## config.mk

```make
export PLATFORM = sky130hd
export DESIGN_NAME = speaker_command_tx
export DESIGN_NICKNAME = d
export VERILOG_FILES = /design/src/rtl/speaker_command_tx.sv
export SDC_FILE = /design/constraint.sdc
export NUM_CORES = 1
export LEC_CHECK = 0
export ABC_AREA = 1
export CAP_MARGIN = 20
export CORE_UTILIZATION = 35
export DETAILED_ROUTE_END_ITERATION = 16
export PLACE_DENSITY = 0.52
export SLEW_MARGIN = 15
export SYNTH_ARGS = -nofsm -noshare
export SYNTH_HDL_FRONTEND = slang
export SYNTH_SLANG_ARGS = --single-unit
```

## constraint.sdc

```tcl
create_clock -name clk -period 1.37 [get_ports clk]
set_input_delay 0.3425 -clock clk [delete_from_list [all_inputs] [get_ports clk]]
set_output_delay 0.3425 -clock clk [all_outputs]
set_load 0.05 [all_outputs]
```

## src/rtl/speaker_command_tx.sv

```systemverilog
`default_nettype none
// ============================================================================
// Module      : speaker_command_tx
// Description : Transmit end of the voice-command link. Accepts a 2-bit
//               device command over valid/ready, rejects the reserved code,
//               and serializes legal codes as start / code[1] / code[0] /
//               even parity / stop, followed by an idle-high gap. Counts
//               completed frames with an 8-bit wrapping counter.
// Revision    : 1.0 - initial release
// ============================================================================
module speaker_command_tx #(
    parameter int BIT_CYCLES = 16,
    parameter int GAP_BITS   = 2
) (
    input  logic       clk,
    input  logic       rst,
    input  logic       cmd_valid,
    input  logic [1:0] cmd_code,
    output logic       cmd_ready,
    output logic       tx_line,
    output logic       busy,
    output logic       cmd_reject,
    output logic [7:0] frames_sent
);

    localparam int CW = $clog2(BIT_CYCLES);
    localparam int GW = (GAP_BITS > 1) ? $clog2(GAP_BITS) : 1;

    localparam logic [CW-1:0] c_cnt_last = CW'(BIT_CYCLES - 1);
    localparam logic [CW-1:0] c_cnt_one  = CW'(1);
    localparam logic [GW-1:0] c_gap_last = GW'((GAP_BITS > 0) ? (GAP_BITS - 1) : 0);
    localparam logic [GW-1:0] c_gap_one  = GW'(1);
    localparam logic          c_has_gap  = (GAP_BITS > 0);
    localparam logic [1:0]    c_reserved = 2'b01;

    typedef enum logic [2:0] {
        S_IDLE   = 3'd0,
        S_START  = 3'd1,
        S_DATA1  = 3'd2,
        S_DATA0  = 3'd3,
        S_PARITY = 3'd4,
        S_STOP   = 3'd5,
        S_GAP    = 3'd6
    } state_t;

    state_t          r_state;
    logic [1:0]      r_code;
    logic [CW-1:0]   r_cnt;
    logic [GW-1:0]   r_gap_cnt;
    logic            w_bit_end;

    assign w_bit_end = (r_cnt == c_cnt_last);
    assign cmd_ready = (r_state == S_IDLE);

    // Frame sequencer: every state holds for BIT_CYCLES cycles, tx_line and
    // busy are registered alongside the state so they change together.
    always_ff @(posedge clk or posedge rst) begin
        if (rst) begin
            r_state     <= S_IDLE;
            r_code      <= 2'b00;
            r_cnt       <= '0;
            r_gap_cnt   <= '0;
            tx_line     <= 1'b1;
            busy        <= 1'b0;
            cmd_reject  <= 1'b0;
            frames_sent <= 8'd0;
        end else begin
            cmd_reject <= 1'b0;
            case (r_state)
                S_IDLE: begin
                    if (cmd_valid) begin
                        if (cmd_code == c_reserved) begin
                            cmd_reject <= 1'b1;
                        end else begin
                            r_code  <= cmd_code;
                            r_state <= S_START;
                            r_cnt   <= '0;
                            tx_line <= 1'b0;
                            busy    <= 1'b1;
                        end
                    end
                end
                S_START: begin
                    if (w_bit_end) begin
                        r_state <= S_DATA1;
                        r_cnt   <= '0;
                        tx_line <= r_code[1];
                    end else begin
                        r_cnt <= r_cnt + c_cnt_one;
                    end
                end
                S_DATA1: begin
                    if (w_bit_end) begin
                        r_state <= S_DATA0;
                        r_cnt   <= '0;
                        tx_line <= r_code[0];
                    end else begin
                        r_cnt <= r_cnt + c_cnt_one;
                    end
                end
                S_DATA0: begin
                    if (w_bit_end) begin
                        r_state <= S_PARITY;
                        r_cnt   <= '0;
                        tx_line <= r_code[1] ^ r_code[0];
                    end else begin
                        r_cnt <= r_cnt + c_cnt_one;
                    end
                end
                S_PARITY: begin
                    if (w_bit_end) begin
                        r_state <= S_STOP;
                        r_cnt   <= '0;
                        tx_line <= 1'b1;
                    end else begin
                        r_cnt <= r_cnt + c_cnt_one;
                    end
                end
                S_STOP: begin
                    if (w_bit_end) begin
                        r_cnt       <= '0;
                        frames_sent <= frames_sent + 8'd1;
                        if (c_has_gap) begin
                            r_state   <= S_GAP;
                            r_gap_cnt <= '0;
                        end else begin
                            r_state <= S_IDLE;
                            busy    <= 1'b0;
                        end
                    end else begin
                        r_cnt <= r_cnt + c_cnt_one;
                    end
                end
                S_GAP: begin
                    if (w_bit_end) begin
                        r_cnt <= '0;
                        if (r_gap_cnt == c_gap_last) begin
                            r_state <= S_IDLE;
                            busy    <= 1'b0;
                        end else begin
                            r_gap_cnt <= r_gap_cnt + c_gap_one;
                        end
                    end else begin
                        r_cnt <= r_cnt + c_cnt_one;
                    end
                end
                default: begin
                    r_state <= S_IDLE;
                    r_cnt   <= '0;
                    tx_line <= 1'b1;
                    busy    <= 1'b0;
                end
            endcase
        end
    end

endmodule
`default_nettype wire
```

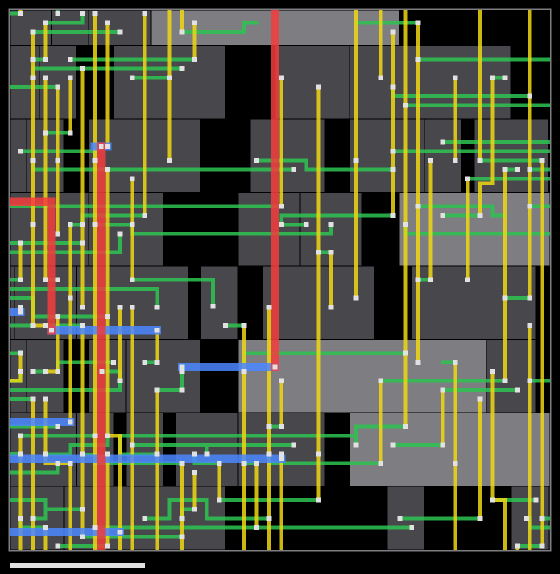
Figure 1: layout detail.
Scale bar: 5 um. Region (21, 33) to (41, 53) um. Cells in grey, sequential cells in the stronger grey; small squares are vias.
[met3] blue
[met4] red
[met1] green
[met2] yellow
most frequent: nand2_1 (6), buf_4 (5), inv_1 (4)
cells with their middle in the window: 36
sequential cells in the window: 3
netlist names of flops here include: frames_sent (2), r_gap_cnt (1)

==> changes_impl.md <==
### Implementation results

* Outcome: finished with violations
* Violations in the final reports: setup timing
* Flops out of synthesis at 21
* Hold WS at about 340 ps
* Final worst setup slack at -133 ps
* Vias in the first global route at 1,072
* # Cells Yosys at 153
* Slew HR at 84.1%
* Commonest flop: dfrtp_1
* Final hold violations at 0
* Top cells by area: dfrtp_1, nand2_1, inv_1
* CTS Buf Count at 3
* Minimum clock period at 1500 ps
* Leak at a little over 0.9 nW
* Register-to-register path setup slack at around 50 ps
* Worst IR Drop VDD at approximately 940 uV
* Port Buffers at 16
* Fraction of registers with async set/reset at 100%
* Mean Syn Cell Area at 8.06 um2
* Flip-flops with a built-in enable at 0
* FP Util at between 30% and 40%
* Setup_tns at -133 ps
* Met1 Wirelength at 1180 um
* Critical path fanouts, max at 2
* Vias at about 1,200
* Syn. warnings at 0
* Routed wl met3 at around 120 um
* ANT nets after route at 0
* Antenna diodes at 0
* Cells after Synth at 153
* CTS tree: built
* Layout cell share with drive strength beyond 1 at 39.8%
* Drt via density at 4.77
* H-tree depth at 1
* Power Dens Cells at between 1500 and 2000 nW/um2
* Clock sinks at 21
* RePlAce Congestion at 0.770
* Arrival time of the worst setup path at 1160 ps
* Final setup viols at 1
* GRT Total Usage at around 16%
* Mapped Nets at 160
* Crit path DRT at between 1000 and 1500 ps
* Cell with the most instances after synthesis: nand2_1
* Chip Area, Yosys at 1230 um2
* Post-Syn Area at ~1200 um2
* Dpl ws at -190 ps
* Hold crit path type: primary input to async pin
* Length of routed met2 wiring at 1480 um
* Slew Limit Fails at 0
* OpenROAD warning count at 28
* Cell type with the largest total area: dfrtp_1
* Clock Skews at 1.27 ps
* Commonest cells post-synth: nand2_1, inv_1, dfrtp_1, o21ai_0, nand3_1
* Seq share, synth at 42.7%
* FP Rows at 21
* Crit end category: output port
* RSZ-0062 raised after global routing: yes
* 1st-pass router iterations at 4
* DR iter-0 viols at 30
* Number of remaining DRC errors at 0
* Syn-to-layout area delta at 54.4%
* Crit Path Category: flip-flop to output port
* Die Wd at 61.3 um
* Total gr overflow at 0
* Top sig layer: met4
* Pwr Total at 3.17 mW
* Clk_lat worst skew at between 300 and 400 ps
* Area leader share at about two fifths
* Core area at 3360 um2
* Drt total wl at 2850 um
* Pin count of the biggest net entering global routing at 22
* Post-DP HPWL at 1900 um
* # hold bufs at CTS at 0
* Distinct lib cells used at 29
* Clk slew on worst S/H paths at 120 ps
* Max Freq at 0.665 GHz
* Final nets at 204
* Max clock buf depth at 2
* Critical path launch point type: flip-flop
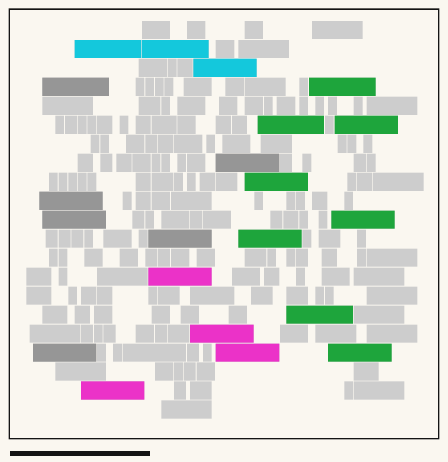
Figure 2: sequential cells coloured by netlist name.
Scale bar: 20 um.
[r_state] cyan | placed flops: 3
[frames_sent] green | placed flops: 8
[r_cnt] magenta | placed flops: 4 | where: bottom middle

==> worst max-delay path, stage by stage, from the launching register on <==
cell and delay (ps):
dfrtp_2 440, nor2_4 150, nand2_4 70, inv_4 60, buf_12 130
==> cells by family after synthesis <==
group                    Yosys count  synth area share [%]
flip-flops                        21                  42.7
AND/OR/NAND/NOR                   81                  32.7
buffers and inverters             27                  9.95
XOR/XNOR                           6                  5.48
AND-OR/OR-AND                     16                  7.11
adder cells (fa/ha/maj)            2                  2.03
==> power by group <==
group          leakage, nW  total, mW  switching, mW  internal, mW
Combinational        0.644       1.90           1.04         0.861
Clock               0.0150      0.318          0.205         0.114
Sequential           0.269      0.957          0.166         0.792
Total                0.928       3.17           1.41          1.77
==> per-stage QoR <==
step | std cells | util (%) | instance area (um2)
floorplan | 153 | - | 1240
global placement | 224 | 49.0 | 1650
detailed placement | 224 | 49.0 | 1650
CTS | 235 | 52.0 | 1750
global route | 242 | 56.6 | 1900
finish | 242 | 56.6 | 1900
==> state kept, by name, summed over array words and instances (netlist names) <==
name         cells
frames_sent      8
r_gap_cnt        1
r_cnt            4
busy             1
r_code           2
tx_line          1
r_state          3
cmd_reject       1
==> layout by cell type, fill, tap and decap left out, drive strengths merged <==
cell type      instances
a21oi                  3
buf                   37
clkbuf                 4
clkdlybuf4s50          4
dfrtp                 20
dfstp                  1
ha                     2
inv                   24
nand2                 52
nand3                 10
nand3b                 1
nand4                  7
nor2                  10
nor3                   2
o21ai                 12
o32ai                  1
xnor2                  2
xor2                   4
==> layer usage <==
metal | up-vias | track usage (%)
li1 | 569 | -
met1 | 542 | 19.1
met2 | 33 | 29.3
met3 | 10 | 2.10
met4 | 0 | 6.67
met5 | - | 0
==> what timing repair did <==
item / CTS / global route
pin swaps: 3 / 10
gates cloned: 0 / 1
resized: 5 / 29
setup buffers: 7 / 7
setup endpoints to repair: 7 / 15
==> final cells by class <==
type                    count  area [um2]
flip-flops and latches     21         533
well taps                  46        57.6
multi-input cells         106         678
inverters                  24         100
fillers                   327        1460
clock buffers               4        26.3
repair buffers             41         508
==> final timing paths <==
path                       startpoint  cells after the start             end
max in group asynchronous         rst                      3         tx_line
setup reg to reg           r_state[0]                      8  frames_sent[2]
setup / recovery           r_state[1]                      4       cmd_ready
hold reg to reg               tx_line                      2         tx_line
hold / removal                    rst                      3  frames_sent[3]
min in group clk              tx_line                      2         tx_line
Power figures rest on the tool's default switching activity, not on a simulated workload.
